`config.mk`:
```
export PLATFORM = sky130hd
export DESIGN_NAME = counter_sequencer
export DESIGN_NICKNAME = d
export VERILOG_FILES = /design/src/rtl/seq_pkg.sv /design/src/rtl/seq_step_counter.sv /design/src/rtl/counter_sequencer.sv
export SDC_FILE = /design/constraint.sdc
export NUM_CORES = 1
export LEC_CHECK = 0
export CORE_ASPECT_RATIO = 1.25
export CORE_MARGIN = 5
export CORE_UTILIZATION = 54
export DETAILED_ROUTE_END_ITERATION = 8
export GPL_TIMING_DRIVEN = 0
export PLACE_DENSITY = 0.92
export SLEW_MARGIN = 10
export SYNTH_ARGS = -nofsm -noshare
export SYNTH_HDL_FRONTEND = slang
export SYNTH_SLANG_ARGS = --single-unit
export TNS_END_PERCENT = 20
```
`constraint.sdc`:
```
create_clock -name clk -period 2.5 [get_ports clk]
set_input_delay 0.5 -clock clk [delete_from_list [all_inputs] [get_ports clk]]
set_output_delay 0.5 -clock clk [all_outputs]
set_load 0.01 [all_outputs]
```
`src/rtl/seq_pkg.sv`:
```
// Shared definitions for the counter sequencer: FSM state encoding and default widths.
package seq_pkg;

  localparam int N_DEF = 4;
  localparam int R_DEF = 4;

  typedef enum logic [1:0] {
    ST_IDLE  = 2'd0,
    ST_RUN   = 2'd1,
    ST_PAUSE = 2'd2,
    ST_DONE  = 2'd3
  } seq_state_t;

endpackage

```
`src/rtl/seq_step_counter.sv`:
```
// N-bit step counter with clear, load-zero and enable; clear has the highest priority.
module seq_step_counter #(
  parameter int N = 4
) (
  input  logic         i_clk,
  input  logic         i_rst_n,
  input  logic         i_clr,
  input  logic         i_load_zero,
  input  logic         i_en,
  output logic [N-1:0] o_count
);

  // count register: clear > load-zero > increment (modulo 2^N)
  always_ff @(posedge i_clk or negedge i_rst_n) begin
    if (!i_rst_n) begin
      o_count <= '0;
    end else if (i_clr) begin
      o_count <= '0;
    end else if (i_load_zero) begin
      o_count <= '0;
    end else if (i_en) begin
      o_count <= o_count + {{(N-1){1'b0}}, 1'b1};
    end else begin
      o_count <= o_count;
    end
  end

endmodule

```
`src/rtl/counter_sequencer.sv`:
```
// Multi-pass counter sequencer: counts 0..limit for repeats+1 passes, with pause and abort.
module counter_sequencer
  import seq_pkg::*;
#(
  parameter int N = N_DEF,
  parameter int R = R_DEF
) (
  input  logic         clk,
  input  logic         rst,
  input  logic         start,
  input  logic         abort,
  input  logic         pause,
  input  logic [N-1:0] limit,
  input  logic [R-1:0] repeats,
  output logic [N-1:0] count,
  output logic         busy,
  output logic         wrap,
  output logic         done
);

  seq_state_t r_state;
  seq_state_t w_next;
  logic [N-1:0] r_limit;
  logic [R-1:0] r_repeats;
  logic [R-1:0] r_pass;
  logic         r_busy;
  logic         r_wrap;
  logic         r_done;

  logic w_clr, w_load_zero, w_en;
  logic w_wrap_d, w_done_d, w_pass_inc, w_capture;
  logic w_at_limit, w_term;

  assign w_at_limit = (count == r_limit);
  // r_pass counts completed passes, so the final pass is the one where it equals repeats
  assign w_term     = w_at_limit && (r_pass == r_repeats);

  seq_step_counter #(.N(N)) u_step (
    .i_clk       (clk),
    .i_rst_n     (rst),
    .i_clr       (w_clr),
    .i_load_zero (w_load_zero),
    .i_en        (w_en),
    .o_count     (count)
  );

  // state register
  always_ff @(posedge clk or negedge rst) begin
    if (!rst) begin
      r_state <= ST_IDLE;
    end else begin
      r_state <= w_next;
    end
  end

  // next-state logic: abort > pause > count/terminal
  always_comb begin
    w_next = r_state;
    case (r_state)
      ST_IDLE: begin
        if (start) w_next = ST_RUN;
        else       w_next = ST_IDLE;
      end
      ST_RUN: begin
        if (abort)       w_next = ST_IDLE;
        else if (pause)  w_next = ST_PAUSE;
        else if (w_term) w_next = ST_DONE;
        else             w_next = ST_RUN;
      end
      ST_PAUSE: begin
        if (abort)       w_next = ST_IDLE;
        else if (!pause) w_next = ST_RUN;
        else             w_next = ST_PAUSE;
      end
      ST_DONE: w_next = ST_IDLE;
      default: w_next = ST_IDLE;
    endcase
  end

  // datapath controls and next values of the pulse outputs
  always_comb begin
    w_clr       = 1'b0;
    w_load_zero = 1'b0;
    w_en        = 1'b0;
    w_wrap_d    = 1'b0;
    w_done_d    = 1'b0;
    w_pass_inc  = 1'b0;
    w_capture   = 1'b0;
    case (r_state)
      ST_IDLE: begin
        w_clr     = 1'b1;
        w_capture = start;
      end
      ST_RUN: begin
        if (abort) begin
          w_clr = 1'b1;
        end else if (pause) begin
          w_en = 1'b0;
        end else if (w_at_limit) begin
          w_load_zero = 1'b1;
          w_wrap_d    = 1'b1;
          w_pass_inc  = 1'b1;
          w_done_d    = w_term;
        end else begin
          w_en = 1'b1;
        end
      end
      ST_PAUSE: begin
        if (abort) w_clr = 1'b1;
        else       w_clr = 1'b0;
      end
      ST_DONE: w_clr = 1'b1;
      default: w_clr = 1'b1;
    endcase
  end

  // captured parameters, pass counter and registered outputs
  always_ff @(posedge clk or negedge rst) begin
    if (!rst) begin
      r_limit   <= '0;
      r_repeats <= '0;
      r_pass    <= '0;
      r_busy    <= 1'b0;
      r_wrap    <= 1'b0;
      r_done    <= 1'b0;
    end else begin
      if (w_capture) begin
        r_limit   <= limit;
        r_repeats <= repeats;
        r_pass    <= '0;
      end else if (w_pass_inc) begin
        r_pass    <= r_pass + {{(R-1){1'b0}}, 1'b1};
      end else begin
        r_pass    <= r_pass;
      end
      r_busy <= (w_next == ST_RUN) || (w_next == ST_PAUSE);
      r_wrap <= w_wrap_d;
      r_done <= w_done_d;
    end
  end

  assign busy = r_busy;
  assign wrap = r_wrap;
  assign done = r_done;

endmodule

```
Figure 1. Floorplan with the power grid (run 1).
The bar under the picture is 10 um long. Pins as bars on the die edge. Tap cells in grey.
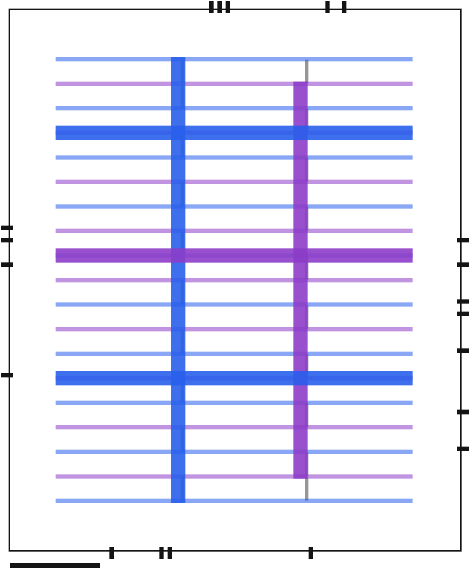
[blue] VSS
[purple] VDD
met4 straps: 2
met5 straps: 3
signal pins: 20

Figure 2. Clock network drawn from the DEF (run 1).
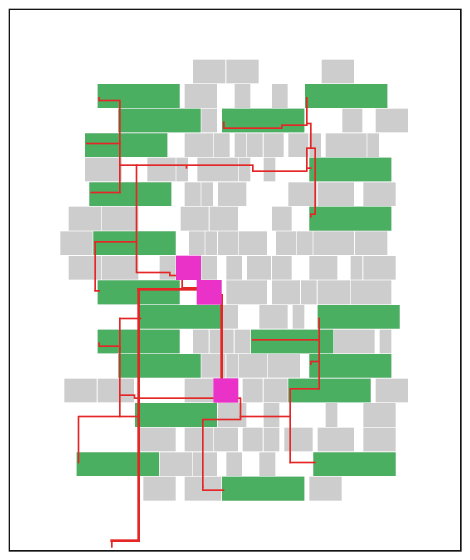
[green] flip-flops | count: 21
[red] clock wires | length: 250 um
[magenta] cells driving clock nets | count: 3
routed clock nets: 4

==> CHANGELOG.md, run 1 <==
## Flow update

- DRT iter0 DRCs: 10
- Max-area cell share: between 40% and 50%
- Core Region: a little under 2000 sq um
- Initial Util: a little under three fifths
- All-Layer GR Usage: between 10% and 20%
- TritonCTS clock tree: yes
- Outcome: finished clean
- Post-Synth Simple-Gate Area: 16.2%
- Synthesized registers: 21
- Clock share of power: a little under a quarter
- Tool warning count: 29
- Maximum capacitance violations: 0
- Post-CTS Hold Fix Bufs: 0
- Worst-Margin Slew: roughly 0.90 ns
- Most frequent cell after synthesis: dfrtp_1
- Layout cells sized above 1: between 10 and 15%
- Max Fclk: 0.530 GHz
- Biggest area cells: dfrtp_1, mux2_2, xnor2_1
- Data required, critical path: 2.73 ns
- Clock transition at path regs: ~0.11 ns
- Register area: about 530 sq um
- Clk_lat worst skew: ~0.30 ns
- Main logic family after synthesis: simple AND/OR/NAND/NOR gates
- # IOs: 20
- Final ANT Viol Nets: 0
- Gr ovfl total: 0
- Clk buf depth: 2
- Pin count of the biggest net entering global routing: 22
- Max VDD drop: 0.360 mV
- Nets: roughly 140
- Port-buffer cells: 19
- Worst hold slack: between 0.5 and 0.6 ns
- Initial DRT Pass Iterations: 4
- Post-route setup slack: between 0.6 and 0.7 ns
- Post-cts resize count: 0
- Logic pwr share: approximately a fifth
- # Cells Yosys: slightly below 100
- DIE HEIGHT: between 50 and 60 um
- Fill cell count: around 160
- Site row count: 18
- Cts bufs inserted: 3
- Largest area contributor in the netlist: dfrtp_1
- Mapped Cells: between 90 and 100
- Pwr/cell area: approximately 540 nW/um^2
- Initial antenna violation count: 0
- P_int: roughly 0.00051 W
- Flip-flops with a built-in enable: 0
- Tmin final: approximately 1.9 ns
- Area grow syn2layout: 22.5%
- Syn nets: 116
- Clock Root Buffer: clkbuf_4
- Synth cell count leaders: dfrtp_1, xnor2_1, mux2_2, a21oi_1, ha_1
- Relative slew slack: about two fifths
- Num Clock Sinks: 21
- Hpwl dp: approximately 1.6 mm
- Wirelength per Cell: around 15 um
- P_sw: between 0.00015 and 0.0002 W
- Final period utilization: roughly three quarters
- Clk_skew: between 0.003 and 0.004 ns
- CTS H-tree depth: 1
- Startpoint type of the worst setup path: flop
- Final core occ: around two thirds
- DRT Wirelength: slightly above 2 mm
- Final Max Slew Viols: 0
- Area share of fa/ha/maj cells after synthesis: 6.99%
- Critical Path Fanout Max: 6
- Gate Area: ~520 sq um
- Xor+xnor area frac: roughly 8.2%
- Vias per cell: around 5.8
- YS chip area: approximately 1100 sq um
- Number of global-route vias before repair: between 800 and 900
- Global-route wire length before repair: approximately 3.6 mm
- Synth Seq Share: 49.0%
- Async SR Flop Fraction: 100%
- RSZ-0062 raised after global routing: false
- CP Class: flop to flop
- Die width: roughly 50 um
- Sequential group share of total power: 55.6%
- Number of diodes: 0
- Final hold vios: 0
- Final setup TNS: 0 ns
- DRC: 0
- Synth unique cells: 29
- Leak: 0.515 nW
- Main synth FF type: dfrtp_1
- Arr. time, crit path: between 2 and 2.5 ns
- Mapped cell area: ~1100 sq um
- Avg Synthesized Cell Area: around 11 sq um
- Post-place setup slack: ~0.33 ns
- Net Sw Frac: a little over a quarter
- Synth mux share: 8.39%
- Post-CTS Setup Repair Bufs: 0
- AND-OR/OR-AND share of the synthesized area: under 10%
- Die Size: 2990 sq um
- RePlAce Congestion: between 0.7 and 0.8
- Hold Path Class: flop to flop
- Setup-violating endpoint count in the final report: 0
- Via count: between 800 and 900
- Synth warn: 0
- Critical Path End Type: flop
Figure 3. Signal wires by layer (run 1).
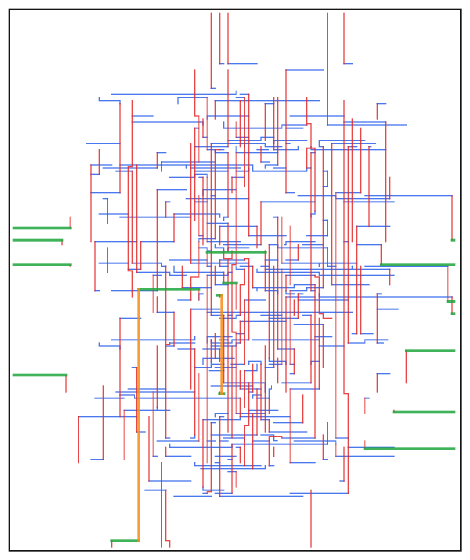
[blue] met1 | wire length: 845 um
[red] met2 | wire length: 1110 um
[orange] met4 | wire length: 38.8 um
[green] met3 | wire length: 72.5 um

run 1: area by class of cell:
cell class                      instances  area share (%)
Sequential cell                        21            40.0
Multi-Input combinational cell         70            39.9
Timing Repair Buffer                   19            14.5
Clock buffer                            4            2.00
Tap cell                               20            1.90
Buffer                                  3           0.951
Inverter                                3           0.856
run 1: registers in the layout, indices dropped and copies added (netlist names):
| register | cells |
|---|---|
| wrap | 1 |
| r_repeats | 4 |
| u_step.o_count | 4 |
| done | 1 |
| r_limit | 4 |
| r_pass | 4 |
| r_state | 2 |
| busy | 1 |
run 1: path summary, 6_finish.rpt:
path                            cells past startpoint       start  slack [ns]           end
worst min-delay path                                1  r_limit[0]        0.54    r_limit[0]
worst max register to register                      5  r_state[1]        0.61     r_pass[3]
worst min register to register                      1  r_limit[0]        0.54    r_limit[0]
min in group asynchronous                           1         rst        0.70    r_state[1]
worst max-delay path                                5  r_state[1]        0.61     r_pass[3]
max in group asynchronous                           1         rst        1.26  r_repeats[1]
run 1: cells in the final DEF (no fill, tap or decap), drive strengths merged, types with 2 or more instances in the layout:
cell type and instances:
mux2 8, nor2 3, clkdlybuf4s50 19, and4 2
o31ai 3, nand3 4, nand2 4, nand4 2
dfrtp 21, nor3 5, a21oi 6, clkbuf 6
inv 3, ha 6, and2 2, or4 2
o21ai 3, xnor2 9
run 1: cells by family (layout without fill, tap and decap cells):
family                     Yosys count  in the layout
and+or+nand+nor                     30             30
DFF                                 21             21
AOI/OAI and AO/OA                   16             16
xor gates and xnor gates            10             10
muxes                                8              8
adders and majority gates            6              6
buffers and inverters                6             29
run 1: critical path, cell delays in order (launching register included):
cell and delay (ns):
dfrtp_1 0.41, inv_1 0.11, ha_1 0.25, or3b_1 0.42
or4_1 0.48, a21oi_1 0.15
run 1: power by group through the flow:
stage          Combinational, W  Sequential (W)  Clock [W]
2_1_floorplan         0.0000979        0.000396          0
3_3_place_gp           0.000145        0.000398          0
3_5_place_dp           0.000151        0.000400          0
4_1_cts                0.000153        0.000392   0.000163
5_1_grt                0.000167        0.000397   0.000175
6_report               0.000151        0.000392   0.000162
run 1: layer usage:
metal / vias up / part of all wire (%) / track usage [%]
met4: 0 / 1.8 / 8.99
met2: 19 / 54 / 28.4
met1: 395 / 41 / 17.1
met3: 4 / 3.5 / 2.99
li1: 396 / - / -
met5: - / 0 / 0
run 1: through the flow:
step	total power (W)	cells	instance area [sq um]
floorplan	0.000494	97	1070
global placement	0.000543	136	1290
detailed placement	0.000551	136	1290
CTS	0.000708	140	1320
global route	0.000739	140	1320
finish	0.000705	140	1320
==> run 2: changes to the inputs <==
--- a/config.mk
+++ b/config.mk
@@ -7,10 +7,10 @@
 export LEC_CHECK = 0
 export CORE_ASPECT_RATIO = 1.25
 export CORE_MARGIN = 5
-export CORE_UTILIZATION = 54
+export CORE_UTILIZATION = 45
 export DETAILED_ROUTE_END_ITERATION = 8
 export GPL_TIMING_DRIVEN = 0
-export PLACE_DENSITY = 0.92
+export PLACE_DENSITY = 0.83
 export SLEW_MARGIN = 10
 export SYNTH_ARGS = -nofsm -noshare
 export SYNTH_HDL_FRONTEND = slang
==> constraint.sdc (replaced) <==
create_clock -name clk -period 1.6 [get_ports clk]
set_input_delay 0.32 -clock clk [delete_from_list [all_inputs] [get_ports clk]]
set_output_delay 0.32 -clock clk [all_outputs]
set_load 0.01 [all_outputs]
Figure 4. Signal wires by layer (run 2).
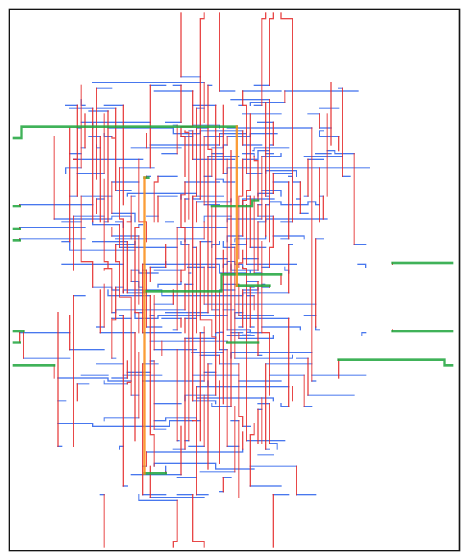
[green] met3 | wire length: 100 um
[blue] met1 | wire length: 965 um
[red] met2 | wire length: 1420 um
[orange] met4 | wire length: 54.4 um

==> CHANGELOG.md, run 2 <==
## Flow update

- CP Class: flop to flop
- Core Region: 2230 sq um (+15%)
- Synth warn: 0 (unchanged)
- Initial DRT Pass Iterations: 4 (unchanged)
- Mapped cell area: 1070 sq um (unchanged)
- Worst path max stage delay: 0.43 ns (-0.05 ns)
- Tool warning count: 32 (+10%)
- Worst-Margin Slew: 0.933 ns (+0.0342 ns)
- Clock Root Buffer: clkbuf_4
- Failing checks: negative setup slack
- Number of diodes: 0 (unchanged)
- Pwr/cell area: 798 nW/um^2 (+49%)
- # Cells Yosys: 97 (unchanged)
- Most frequent cell after synthesis: dfrtp_1
- Fin cells: 156 (+11%)
- Final hold vios: 0 (unchanged)
- Critical Path Fanout Max: 5 (-1)
- Hold Path Class: input port to async pin
- RSZ-0062 raised after global routing: true
- Die Size: 3470 sq um (+16%)
- Nets: 145 (+3.6%)
- Startpoint type of the worst setup path: flop
- Clk_lat worst skew: 0.33 ns (+0.03 ns)
- Async SR Flop Fraction: 100% (unchanged)
- Top logic cells by instance count in the layout: dfrtp_1, clkdlybuf4s50_1, mux2_2
- RePlAce Congestion: 0.838 (+8.9%)
- Main synth FF type: dfrtp_1
- Design Area, Final: 1490 sq um (+13%)
- Critical Path End Type: flop
- YS chip area: 1070 sq um (unchanged)
- Synth cell count leaders: dfrtp_1, xnor2_1, mux2_2, a21oi_1, ha_1
- Leak: 0.591 nW (+15%)
- Largest area contributor in the netlist: dfrtp_1
- Vias per cell: 5.44 (-6.5%)
- Initial Util: 48.0% (-7.4 points)
- Clk_skew: 0.00905 ns (+0.00602 ns)
- Num Clock Sinks: 21 (unchanged)
- Setup-violating endpoint count in the final report: 7 (+7)
- DRT iter0 DRCs: 14 (+4)
- Data required, critical path: 1.86 ns (-0.87 ns)
- Max-area cell share: 49.0% (unchanged)
- Final ANT Viol Nets: 0 (unchanged)
- Synth unique cells: 29 (unchanged)
- DRC: 0 (unchanged)
- Flip-flops with a built-in enable: 0 (unchanged)
- DRT Wirelength: 2.54 mm (+23%)
- Gr ovfl total: 0 (unchanged)
- CTS H-tree depth: 1 (unchanged)
- Clk buf depth: 2 (unchanged)
- Tmin final: 1.71 ns (-0.180 ns)
- All-Layer GR Usage: 16.6% (+0.81 points)
- Syn nets: 116 (unchanged)
- Max Fclk: 0.586 GHz (+11%)
- Critical-path top delay cell: or4_4
- DIE HEIGHT: 64.6 um (+8.0%)
- Fill cell count: 175 (+9.4%)
- Maximum capacitance violations: 0 (unchanged)
- Post-route setup slack: -0.108 ns (-0.720 ns)
- Largest delay share family, worst path: simple AND/OR/NAND/NOR gates
- Mapped Cells: 97 (unchanged)
- Synthesized registers: 21 (unchanged)
- Final Max Slew Viols: 0 (unchanged)
- Post-CTS Hold Fix Bufs: 0 (unchanged)
- Placed Area: 1330 sq um (+3.0%)
- Pin count of the biggest net entering global routing: 22 (unchanged)
- Arr. time, crit path: 1.97 ns (-0.15 ns)
- Dpl cells: 147 (+8.1%)
- Clock transition at path regs: 0.12 ns (about the same)
- Via count: 848 (+4.2%)
- Layout cells sized above 1: 33.6% (+23 points)
- Synth Seq Share: 49.0% (unchanged)
- Final period utilization: 107% (+31 points)
- Relative slew slack: 37.6% (-2.3 points)
- Hpwl dp: 1.76 mm (+8.8%)
- Port-buffer cells: 19 (unchanged)
- Max VDD drop: 0.770 mV (+110%)
- Die width: 53.7 um (+7.6%)
- Cts bufs inserted: 3 (unchanged)
- TritonCTS clock tree: yes
- # IOs: 20 (unchanged)
- Buf/Inv on CP: 1 (unchanged)
- CP Cell Sequence: inv_2 -> ha_4 -> or3b_4 -> or4_4 -> a21oi_2
- Biggest area cells: dfrtp_1, mux2_2, xnor2_1
- Site row count: 19 (+1)
- Area grow syn2layout: 38.8%
- Initial antenna violation count: 0 (unchanged)
- Outcome: complete, but fails checks
- Wirelength per Cell: 16.3 um (+10%)
- Avg Synthesized Cell Area: 11.1 sq um (unchanged)
- Global-route wire length before repair: 4.15 mm (+14%)
- Most numerous logic cell after layout: dfrtp_1
- Number of global-route vias before repair: 951 (+15%)
run 2: cell counts after synthesis:
Identical to the previous run, type by type.
run 2: timing repair:
item	in CTS	in global routing
endpoints found under the setup margin	18	14
gates cloned	0	1
gates resized	20	13
pin swaps	4	3
setup buffers	3	1
run 2: cell families after synthesis:
group	share of synthesized area, %
AND-OR/OR-AND	9.09
XOR/XNOR	8.16
adder cells (fa/ha/maj)	6.99
buffers and inverters	2.21
flip-flops	49.0
multiplexers	8.39
AND/OR/NAND/NOR	16.2
run 2: final timing paths:
| check | from | slack [ns] | to | depth (start not counted) |
|---|---|---|---|---|
| max | r_state[1] | -0.11 | r_pass[2] | 5 |
| max in group asynchronous | rst | 0.48 | u_step.o_count[3] | 1 |
| min in group clk | r_repeats[3] | 0.55 | r_repeats[3] | 1 |
| max reg2reg | r_state[1] | -0.11 | r_pass[2] | 5 |
| min reg2reg | r_repeats[3] | 0.55 | r_repeats[3] | 1 |
| min | rst | 0.50 | r_pass[1] | 1 |
run 2: final cells by class:
type,instances,area (sq um),share of cell area [%]
inverter,3,11.3,0.756
sequential,21,529,35.5
tap,31,38.8,2.60
timing repair buffer,24,220,14.8
multi-input combinational,70,628,42.1
buffer,3,36.3,2.43
clock buffer,4,26.3,1.76
run 2: layer usage:
metal | routed length [um] | global-route usage [%] | vias up
li1 | - | - | 407
met5 | 0 | 0 | -
met3 | 100 | 3.21 | 5
met2 | 1420 | 30.2 | 17
met1 | 965 | 17.7 | 419
met4 | 54 | 7.35 | 0
run 2: per-stage QoR:
stage,hold WS (ns),TNS (ns),util (%),worst slack [ns],power [W]
after floorplan,0.0244,-0.0132,-,-0.0132,0.000781
after global placement,0.518,-4.69,59.4,-0.346,0.000861
after detailed placement,0.521,-5.23,59.4,-0.402,0.000874
after CTS,0.546,-0.384,63.8,-0.0867,0.00116
after global routing,0.574,-1.01,66.7,-0.176,0.00125
final,0.500,-0.433,66.7,-0.108,0.00119
run 2: power by group:
group	internal, W	switching (W)	leakage (nW)
logic	0.000164	0.000129	0.308
registers	0.000580	0.0000420	0.268
clock network	0.0000980	0.000177	0.0150
total	0.000842	0.000348	0.591
==> run 3: changes to the inputs <==
--- a/config.mk
+++ b/config.mk
@@ -8,9 +8,10 @@
 export CORE_ASPECT_RATIO = 1.25
 export CORE_MARGIN = 5
 export CORE_UTILIZATION = 45
+export CTS_CLUSTER_DIAMETER = 30
 export DETAILED_ROUTE_END_ITERATION = 8
 export GPL_TIMING_DRIVEN = 0
-export PLACE_DENSITY = 0.83
+export PLACE_DENSITY = 0.73
 export SLEW_MARGIN = 10
 export SYNTH_ARGS = -nofsm -noshare
 export SYNTH_HDL_FRONTEND = slang
Figure 5. Routing congestion map (run 3).
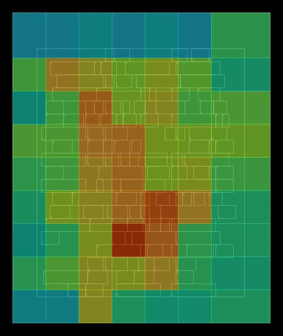
met3 global-route usage: 3.44%
final core occ: 65.1%
grt peak-use layer: met2

==> CHANGELOG.md, run 3 <==
## Flow update

- Biggest area cells: dfrtp_1, mux2_2, xnor2_1
- Arr. time, crit path: 1.88 ns (-0.09 ns)
- Most frequent cell after synthesis: dfrtp_1
- Final period utilization: 105% (-2.1 points)
- Synth Seq Share: 49.0% (unchanged)
- All-Layer GR Usage: 15.1% (-1.5 points)
- Startpoint type of the worst setup path: flop
- Post-route setup slack: -0.0750 ns (+0.0328 ns)
- Pwr/cell area: 792 nW/um^2 (-0.76%)
- DRT Wirelength: 2.21 mm (-13%)
- Critical Path End Type: flop
- Max VDD drop: 0.748 mV (-2.9%)
- Design Area, Final: 1450 sq um (-2.4%)
- Via count: 856 (+0.94%)
- Pin count of the biggest net entering global routing: 22 (unchanged)
- Final ANT Viol Nets: 0 (unchanged)
- Tmin final: 1.68 ns (-0.0328 ns)
- Failing checks: negative setup slack
- Worst-Margin Slew: 0.919 ns (-0.0135 ns)
- Synthesized registers: 21 (unchanged)
- Wirelength per Cell: 14.2 um (-13%)
- Largest area contributor in the netlist: dfrtp_1
- # Cells Yosys: 97 (unchanged)
- Vias per cell: 5.52 (+1.6%)
- Final hold vios: 0 (unchanged)
- Global-route wire length before repair: 3.97 mm (-4.3%)
- Clock transition at path regs: 0.11 ns (about the same)
- CP Class: flop to flop
- Outcome: complete, but fails checks
- Number of global-route vias before repair: 910 (-4.3%)
- Gr ovfl total: 0 (unchanged)
- Site row count: 19 (unchanged)
- Main synth FF type: dfrtp_1
- Syn nets: 116 (unchanged)
- Design Power: 0.00115 W (-3.2%)
- Port-buffer cells: 19 (unchanged)
- Initial antenna violation count: 0 (unchanged)
- DIE HEIGHT: 64.6 um (unchanged)
- Synth warn: 0 (unchanged)
- Setup-violating endpoint count in the final report: 4 (-3)
- Die Size: 3470 sq um (unchanged)
- Area grow syn2layout: 35.4%
- RSZ-0062 raised after global routing: true
- Core Region: 2230 sq um (unchanged)
- Mapped Cells: 97 (unchanged)
- Avg Synthesized Cell Area: 11.1 sq um (unchanged)
- Placed Area: 1330 sq um (unchanged)
- Top logic cells by instance count in the layout: dfrtp_1, clkdlybuf4s50_1, xnor2_1, mux2_2, buf_4
- DRT iter0 DRCs: 10 (-4)
- Nets: 144 (-0.69%)
- Async SR Flop Fraction: 100% (unchanged)
- Mapped cell area: 1070 sq um (unchanged)
- TritonCTS clock tree: yes
- Clk buf depth: 2 (unchanged)
- Layout cells sized above 1: 29.0% (-4.6 points)
- CTS H-tree depth: 1 (unchanged)
- Post-CTS Hold Fix Bufs: 0 (unchanged)
- Cts bufs inserted: 3 (unchanged)
- Max Fclk: 0.597 GHz (+2.0%)
- Clk_skew: 0.00484 ns (-0.00421 ns)
- Synth cell count leaders: dfrtp_1, xnor2_1, mux2_2, a21oi_1, ha_1
- Clk_lat worst skew: 0.31 ns (-0.02 ns)
- Die width: 53.7 um (unchanged)
- Maximum capacitance violations: 0 (unchanged)
- Flip-flops with a built-in enable: 0 (unchanged)
- Initial Util: 48.0% (unchanged)
- Most numerous logic cell after layout: dfrtp_1
- Hold Path Class: input port to async pin
- Synth unique cells: 29 (unchanged)
- RePlAce Congestion: 0.749 (-11%)
- Final Max Slew Viols: 0 (unchanged)
- Tool warning count: 32 (unchanged)
- Hpwl dp: 1.63 mm (-7.3%)
- # IOs: 20 (unchanged)
- Data required, critical path: 1.81 ns (-0.05 ns)
run 3: cell count changes in the layout (fill, tap and decap cells not counted), moves of 2 or more:
cell     change
dfrtp_2      -2
xnor2_2      -2
xnor2_1      +2
dfrtp_1      +2
run 3: final timing paths:
path | startpoint | end | slack, ns | cells past startpoint
worst max-delay path | r_state[0] | busy | -0.08 | 5
worst min-delay path | rst | r_repeats[1] | 0.51 | 1
worst max register to register | r_state[0] | busy | -0.08 | 5
worst min register to register | r_limit[1] | r_limit[1] | 0.54 | 1
max in group asynchronous | rst | u_step.o_count[0] | 0.47 | 1
min in group clk | r_limit[1] | r_limit[1] | 0.54 | 1
run 3: power breakdown:
group / leakage [nW] / internal (W) / total [W] / switching [W]
clock network: 0.0150 / 0.0000975 / 0.000255 / 0.000158
logic: 0.296 / 0.000158 / 0.000280 / 0.000122
registers: 0.271 / 0.000580 / 0.000616 / 0.0000367
run 3: timing repair:
item,CTS,global route
buffers inserted,3,1
setup endpoints to repair,18,14
gates resized,16,10
pin swaps,4,1
run 3: critical path: stages (launching register included):
cell and delay [ns]:
dfrtp_1 0.43, inv_2 0.09, ha_4 0.18, or4b_2 0.62
o31ai_2 0.20, nor2_1 0.06
run 3: cell families after synthesis:
kind of cell / after synthesis / synth area share, %
and+or+nand+nor: 30 / 16.2
adders and majority gates: 6 / 6.99
xor gates and xnor gates: 10 / 8.16
DFF: 21 / 49.0
buffers and inverters: 6 / 2.21
AOI/OAI and AO/OA: 16 / 9.09
muxes: 8 / 8.39
run 3: cell type report:
class	instances	area, sq um
fill	203	781
multi-input combinational	70	602
sequential	21	527
timing repair buffer	23	215
tap	31	38.8
buffer	3	33.8
clock buffer	4	26.3
inverter	3	11.3
run 3: metrics by stage:
stage | cells | util, % | hold slack, ns | setup slack [ns] | setup TNS (ns)
after global placement | 147 | 59.4 | 0.515 | -0.359 | -4.99
after floorplan | 97 | - | 0.0244 | -0.0132 | -0.0132
after detailed placement | 147 | 59.4 | 0.520 | -0.377 | -5.26
final | 155 | 65.1 | 0.513 | -0.0750 | -0.250
after global routing | 155 | 65.1 | 0.577 | -0.167 | -1.01
after CTS | 154 | 63.1 | 0.546 | -0.0892 | -0.278
run 3: layer usage:
metal	track usage (%)	vias to the layer above	routed length [um]
li1	-	409	-
met1	17.7	406	867
met2	26.1	39	1190
met3	3.44	2	128
met4	5.11	0	23
met5	0	-	0

==> notes/layouts.md <==
Pictures saved along the way, in no particular order.

Cells coloured by class.
picture 1
The bar under the picture is 20 um long.
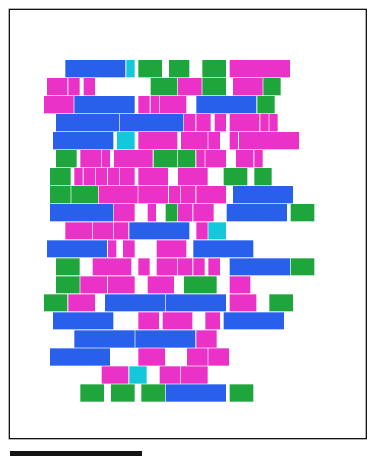
picture 2
The bar under the picture is 10 um long.
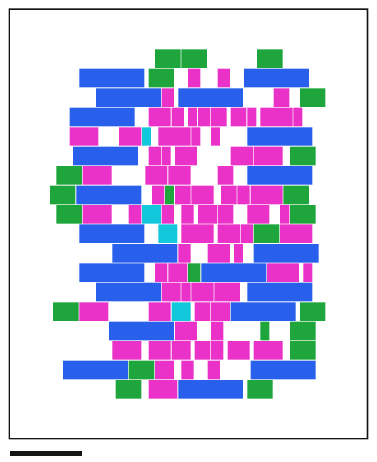
picture 3
The bar under the picture is 20 um long.
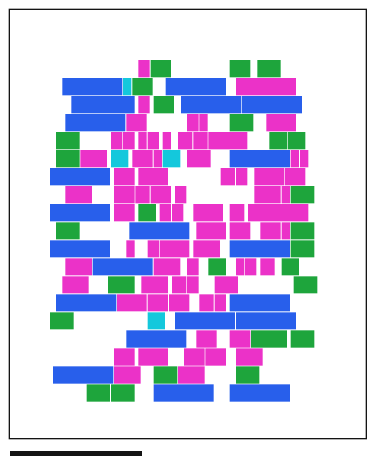
| from | picture |
|---|---|
| run 2 | picture 1 |
| run 3 | picture 3 |
| run 1 | picture 2 |

Key to picture 3:
[green] other buffers and delay cells | cells: 26 | share of their area: 18%
[blue] flip-flops | cells: 21 | share of their area: 37%
[magenta] all other logic | cells: 73 | share of their area: 43%
[cyan] clock drivers and dummy loads | cells: 4 | share of their area: 1.9%

Power is estimated from default activity; no workload was simulated.
